===== src/rtl/adc_fill_burst_sequencer.sv =====
// rtl/adc_fill_burst_sequencer.sv - per-fill ADC burst acquisition sequencer
// Latches a fill size from the external mux, then gates ADC bursts into the fill buffer.
module adc_fill_burst_sequencer #(
    parameter int BURST_W = 24
) (
    input  logic               clk,
    input  logic               reset,
    input  logic               trigger,
    input  logic [1:0]         fill_type_in,
    input  logic [BURST_W-1:0] num_fill_bursts,
    input  logic               adc_burst_valid,
    input  logic               fill_abort,
    output logic [1:0]         fill_type,
    output logic               size_latch,
    output logic               burst_we,
    output logic [BURST_W-1:0] burst_addr,
    output logic               busy,
    output logic               fill_done,
    output logic [BURST_W-1:0] fill_bursts_written,
    output logic               fill_aborted,
    output logic               trig_overlap
);

    typedef enum logic [2:0] {
        IDLE  = 3'd0,
        LATCH = 3'd1,
        LOAD  = 3'd2,
        ACQ   = 3'd3,
        DONE  = 3'd4
    } state_t;

    state_t             state;
    state_t             state_next;
    logic [BURST_W-1:0] counter;
    logic [BURST_W-1:0] target;
    logic               accept;
    logic               write;
    logic               last;
    logic               aborting;
    logic               entering_done;

    always_comb begin
        accept        = (state == IDLE) && trigger;
        write         = adc_burst_valid && (state == ACQ);
        last          = write && (counter == target - 1'b1);
        aborting      = fill_abort && ((state == LATCH) || (state == LOAD) || (state == ACQ));
        state_next    = state;
        case (state)
            IDLE:    if (trigger) state_next = LATCH;
            LATCH:   state_next = aborting ? DONE : LOAD;
            LOAD:    state_next = (aborting || (num_fill_bursts == '0)) ? DONE : ACQ;
            ACQ:     if (aborting || last) state_next = DONE;
            DONE:    state_next = IDLE;
            default: state_next = IDLE;
        endcase
        entering_done = (state != DONE) && (state_next == DONE);
    end

    always_ff @(posedge clk or posedge reset) begin
        if (reset) begin
            state               <= IDLE;
            fill_type           <= 2'b00;
            counter             <= '0;
            target              <= '0;
            fill_bursts_written <= '0;
            fill_aborted        <= 1'b0;
            trig_overlap        <= 1'b0;
        end else begin
            state        <= state_next;
            trig_overlap <= trigger && (state != IDLE);
            if (state == LOAD) target <= num_fill_bursts;
            if (accept) begin
                fill_type    <= fill_type_in;
                counter      <= '0;
                fill_aborted <= 1'b0;
            end else if (write) begin
                counter <= counter + 1'b1;
            end
            // A burst written alongside the abort still counts toward the reported total.
            if (entering_done) begin
                fill_bursts_written <= write ? counter + 1'b1 : counter;
                fill_aborted        <= aborting;
            end
        end
    end

    assign size_latch = (state == LATCH);
    assign busy       = (state != IDLE);
    assign fill_done  = (state == DONE);
    assign burst_we   = write;
    assign burst_addr = counter;

endmodule


===== config.mk =====
export PLATFORM = sky130hd
export DESIGN_NAME = adc_fill_burst_sequencer
export DESIGN_NICKNAME = d
export VERILOG_FILES = /design/src/rtl/adc_fill_burst_sequencer.sv
export SDC_FILE = /design/constraint.sdc
export NUM_CORES = 1
export LEC_CHECK = 0
export CORE_ASPECT_RATIO = 0.75
export CORE_MARGIN = 2
export CORE_UTILIZATION = 49
export DETAILED_ROUTE_END_ITERATION = 10
export PLACE_DENSITY = 0.77
export SLEW_MARGIN = 20
export SYNTH_ARGS = -nofsm -noshare
export SYNTH_HDL_FRONTEND = slang
export SYNTH_SLANG_ARGS = --single-unit

===== constraint.sdc =====
create_clock -name clk -period 3.8 [get_ports clk]
set_input_delay 0.38 -clock clk [delete_from_list [all_inputs] [get_ports clk]]
set_output_delay 0.38 -clock clk [all_outputs]
set_load 0.01 [all_outputs]

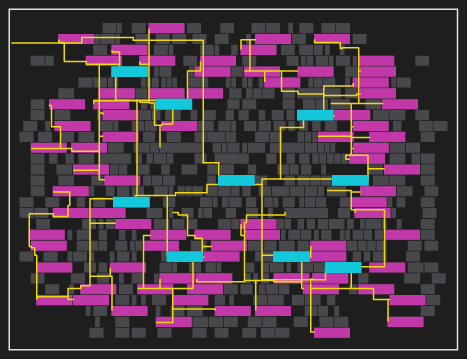
Fig. 1. Clock wires, drivers and flops (run 1).
Scale: 4 px per um.
Magenta marks flip-flops, count 79. Cyan marks clock drivers, count 9. Yellow marks clock wires, length 985 um.
There are 10 routed clock nets. Position of the flops: spread over the die.
clock group total power: 1.00 mW
part of the power in the clock network: 28.5%

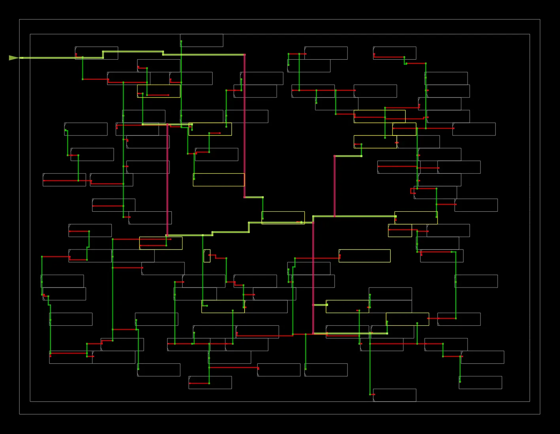
Fig. 2. Clock routing (run 1).
setup skew after layout: 9.81 ps
TritonCTS Buffers: 9
insertion delay of the later-clocked pin in the worst-skew pair: 340 ps

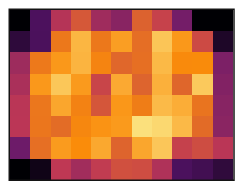
Fig. 3. Cell area per tile (run 1).
Scale: 2 px per um. 11 x 8 tiles, from black (low) to pale yellow (high), 0 to 100% covered.
4.5% of the tiles are nearly empty. The fullest tile reaches 93%. 31% of the tiles are over 75% full.
final core utilization: 66.5%
Placeable Area: 8450 sq um
core utilization before placement: 50.4%

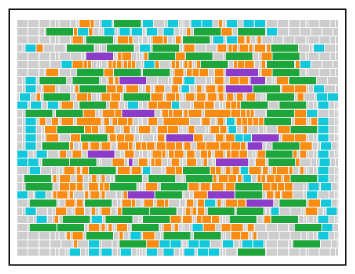
Fig. 4. Placement by cell class (run 1).
Scale: 3 px per um. Fill, decap, tap and diode cells in grey.
Orange marks combinational and other logic, cells 310. Green marks sequential cells, cells 79. Purple marks clock drivers and dummy loads, cells 15. Cyan marks remaining buffers and delay cells, cells 96.
cell area after layout: 5620 sq um
number of core rows: 29
flop share of the area: 35.2%

==> results.py, run 1 <==
# Synthesis and PnR figures
metrics = {
    "clock_network": {
        "cts.clk_slew.worst_paths_ps": 60,
        "cts_root_buffer": "sky130_fd_sc_hd__clkbuf_16",
    },
    "global_route": {
        "antenna_found_initial": 0,
    },
    "power": {
        "combinationalPowerShare_pct": 35.1,
        "p_comb_mw": 1.23,
        "internal_power_mw": 2.33,
    },
    "yosys": {
        "synth.largest_area_cell": "sky130_fd_sc_hd__dfrtp_1",
        "summed_instance_area_of_the_synthesized_netlist_sq_um": 4260,
        "edf_count": 0,
        "synth-warning-count": 0,
    },
    "layout": {
        "final-instance-count-excl-fill": 608,
        "mostFrequentLayoutCells": "86 x sky130_fd_sc_hd__clkdlybuf4s50_1, 79 x sky130_fd_sc_hd__dfrtp_1, 39 x sky130_fd_sc_hd__nor2_1, 30 x sky130_fd_sc_hd__xnor2_1, 29 x sky130_fd_sc_hd__inv_1",
        "layout_area_overhead_pct": 31.9,
    },
    "sta": {
        "hold_fails_final_rpt": 0,
    },
    "setup_path": {
        "worst_path_cell_with_the_longest_stage_delay": "sky130_fd_sc_hd__or4b_1",
        "worst_setup_startpoint": "target[0]",
        "path_max_fanout": 14,
        "crit_path_start_kind": "register",
        "worst_r2r_endpoint": "fill_bursts_written[23]",
    },
    "outcome": {
        "run_status": "finished clean",
    },
    "placed_design": {
        "placement.cell_area_sq_um": 5260,
    },
    "flow_run": {
        "tool_warnings": 26,
    },
}
## run 1: flip-flops by register name (all words and copies together) (netlist names)
register / cells
burst_addr: 24
fill_bursts_written: 24
target: 24
state: 3
fill_type: 2
fill_aborted: 1
trig_overlap: 1
## run 1: timing repair
item                       in CTS  in global routing
resized                         0                  1
hold endpoints to repair        0                  0
setup buffers                   0                  1
setup endpoints to repair       0                 12
## run 1: cell type report
class / count / area (sq um) / area share [%]
inverter: 31 / 119 / 2.11
multi-input combinational: 279 / 2110 / 37.5
tap: 108 / 135 / 2.40
timing repair buffer: 96 / 936 / 16.6
sequential: 79 / 1980 / 35.2
clock inverter: 3 / 90.1 / 1.60
clock buffer: 12 / 256 / 4.56
Fig. 5: run 1, zoomed window
Region (43, 30) to (68, 55) um. Cells in grey, sequential cells in the stronger grey; small squares are vias.
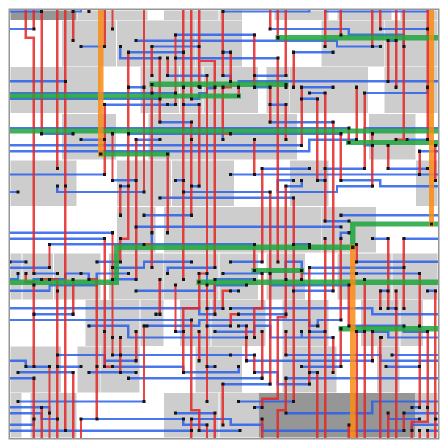

==> run 2: changes to the inputs <==
--- a/config.mk
+++ b/config.mk
@@ -10,6 +10,8 @@
 export CORE_UTILIZATION = 49
 export DETAILED_ROUTE_END_ITERATION = 10
 export PLACE_DENSITY = 0.77
+export REMOVE_ABC_BUFFERS = 1
+export SETUP_SLACK_MARGIN = 0.3
 export SLEW_MARGIN = 20
 export SYNTH_ARGS = -nofsm -noshare
 export SYNTH_HDL_FRONTEND = slang
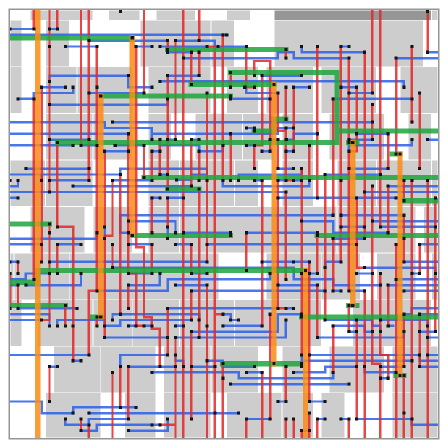
Fig. 6. Zoomed window (run 2).
Region (43, 30) to (68, 55) um. Cells in grey, sequential cells in the stronger grey; small squares are vias.
Red marks metal 2. Green marks metal 3. Blue marks metal 1. Orange marks metal 4.
Sequential cells in the window: 0. 57 logic cells have their middle in the window. Most frequent: nor2_1 (5), nand3_1 (5), buf_4 (5).

==> run 2 against run 1 <==
Net effect: maximum frequency rose by 8.8%; sequential share of layout area fell by 0.14 points; power rose by 0.43%; sequential power hardly changed; clock skew decreased by 3.6 ps; critical endpoint is now fill_bursts_written[6]; largest power group unchanged; synthesized cell count stayed put; highest routed layer unchanged; clock power barely moved; via count grew 1.6%.
==> results.py, run 2 <==
# Synthesis and PnR figures
metrics = {
    "outcome": {
        "run_status": "finished clean",
    },
    "flow_run": {
        "tool_warnings": 25,
    },
    "layout": {
        "finish.net_count": 530,
        "final_layout_size_suffix_gt1_share_pct": 12.8,
        "fin_util_pct": 66.8,
        "flop_area_sq_um": 1980,
        "layout_area_overhead_pct": 32.4,
        "fin_area_sq_um": 5640,
        "mi_logic_area_sq_um": 2110,
        "final-instance-count-excl-fill": 609,
        "mostFrequentLayoutCells": "86 x sky130_fd_sc_hd__clkdlybuf4s50_1, 79 x sky130_fd_sc_hd__dfrtp_1, 39 x sky130_fd_sc_hd__nor2_1, 30 x sky130_fd_sc_hd__xnor2_1, 29 x sky130_fd_sc_hd__inv_1",
    },
    "setup_path": {
        "timing.critical_path.depth": 12,
        "crit_path_start_kind": "register",
        "worst_path_cell_with_the_longest_stage_delay": "sky130_fd_sc_hd__or4b_4",
        "path_max_fanout": 19,
        "worst_r2r_endpoint": "fill_bursts_written[6]",
        "worst_setup_startpoint": "target[0]",
    },
    "yosys": {
        "mux_share_pct": 12.8,
        "numSynthFlops": 79,
        "summed_instance_area_of_the_synthesized_netlist_sq_um": 4260,
        "synthAoiAreaFrac_pct": 7.22,
        "logic_family": "simple AND/OR/NAND/NOR gates",
        "edf_count": 0,
        "synth-warning-count": 0,
        "synth.largest_area_cell": "sky130_fd_sc_hd__dfrtp_1",
    },
    "clock_network": {
        "cts_root_buffer": "sky130_fd_sc_hd__clkbuf_16",
        "cts.clk_slew.worst_paths_ps": 60,
        "cts_inserted_buffers": 9,
        "clock_latency_ps": 340,
    },
    "placed_design": {
        "gp_congestion": 0.826,
        "port_buffers": 86,
        "placement.cell_area_sq_um": 5260,
    },
    "floorplanning": {
        "fp_util_pct": 50.4,
        "fp.coreArea_sq_um": 8450,
        "rows": 29,
    },
    "power": {
        "power_switching_share_pct": 34.2,
        "p_comb_mw": 1.23,
        "internal_power_mw": 2.32,
        "combinationalPowerShare_pct": 34.7,
        "cell_pwr_density_nw_per_um2": 625,
        "pwr.group.clock_mw": 1.00,
        "share_clk_of_total_power_pct": 28.5,
    },
    "sta": {
        "hold_fails_final_rpt": 0,
        "clock-skew-final_ps": 6.20,
        "timing.fmax_ghz": 0.302,
        "slew_worst_pin_ps": 861,
    },
    "min_path": {
        "hold_start": "fill_bursts_written[3]",
    },
    "detailed_routing": {
        "drc": 0,
    },
    "global_route": {
        "antenna_found_initial": 0,
    },
}
==> run 2: cell counts after synthesis <==
Identical to the previous run, type by type.
==> run 2: what timing repair did <==
| action | in CTS | in global routing |
|---|---|---|
| setup buffers | 1 | 3 |
| pin swaps | 2 | 2 |
| setup endpoints to repair | 18 | 20 |
| resized | 1 | 2 |
==> run 2: metal layers <==
layer | up-vias | track usage, %
met5 | - | 0
met4 | 0 | 6.29
met3 | 25 | 6.93
met2 | 140 | 35.9
met1 | 1709 | 36.4
li1 | 1601 | -
==> run 2: cell type report <==
class                      instances  area share (%)
multi-input combinational        279            37.4
sequential                        79            35.0
timing repair buffer              97            17.0
clock buffer                      12            4.54
tap                              108            2.39
inverter                          31            2.06
clock inverter                     3            1.60
Power figures rest on the tool's default switching activity, not on a simulated workload.
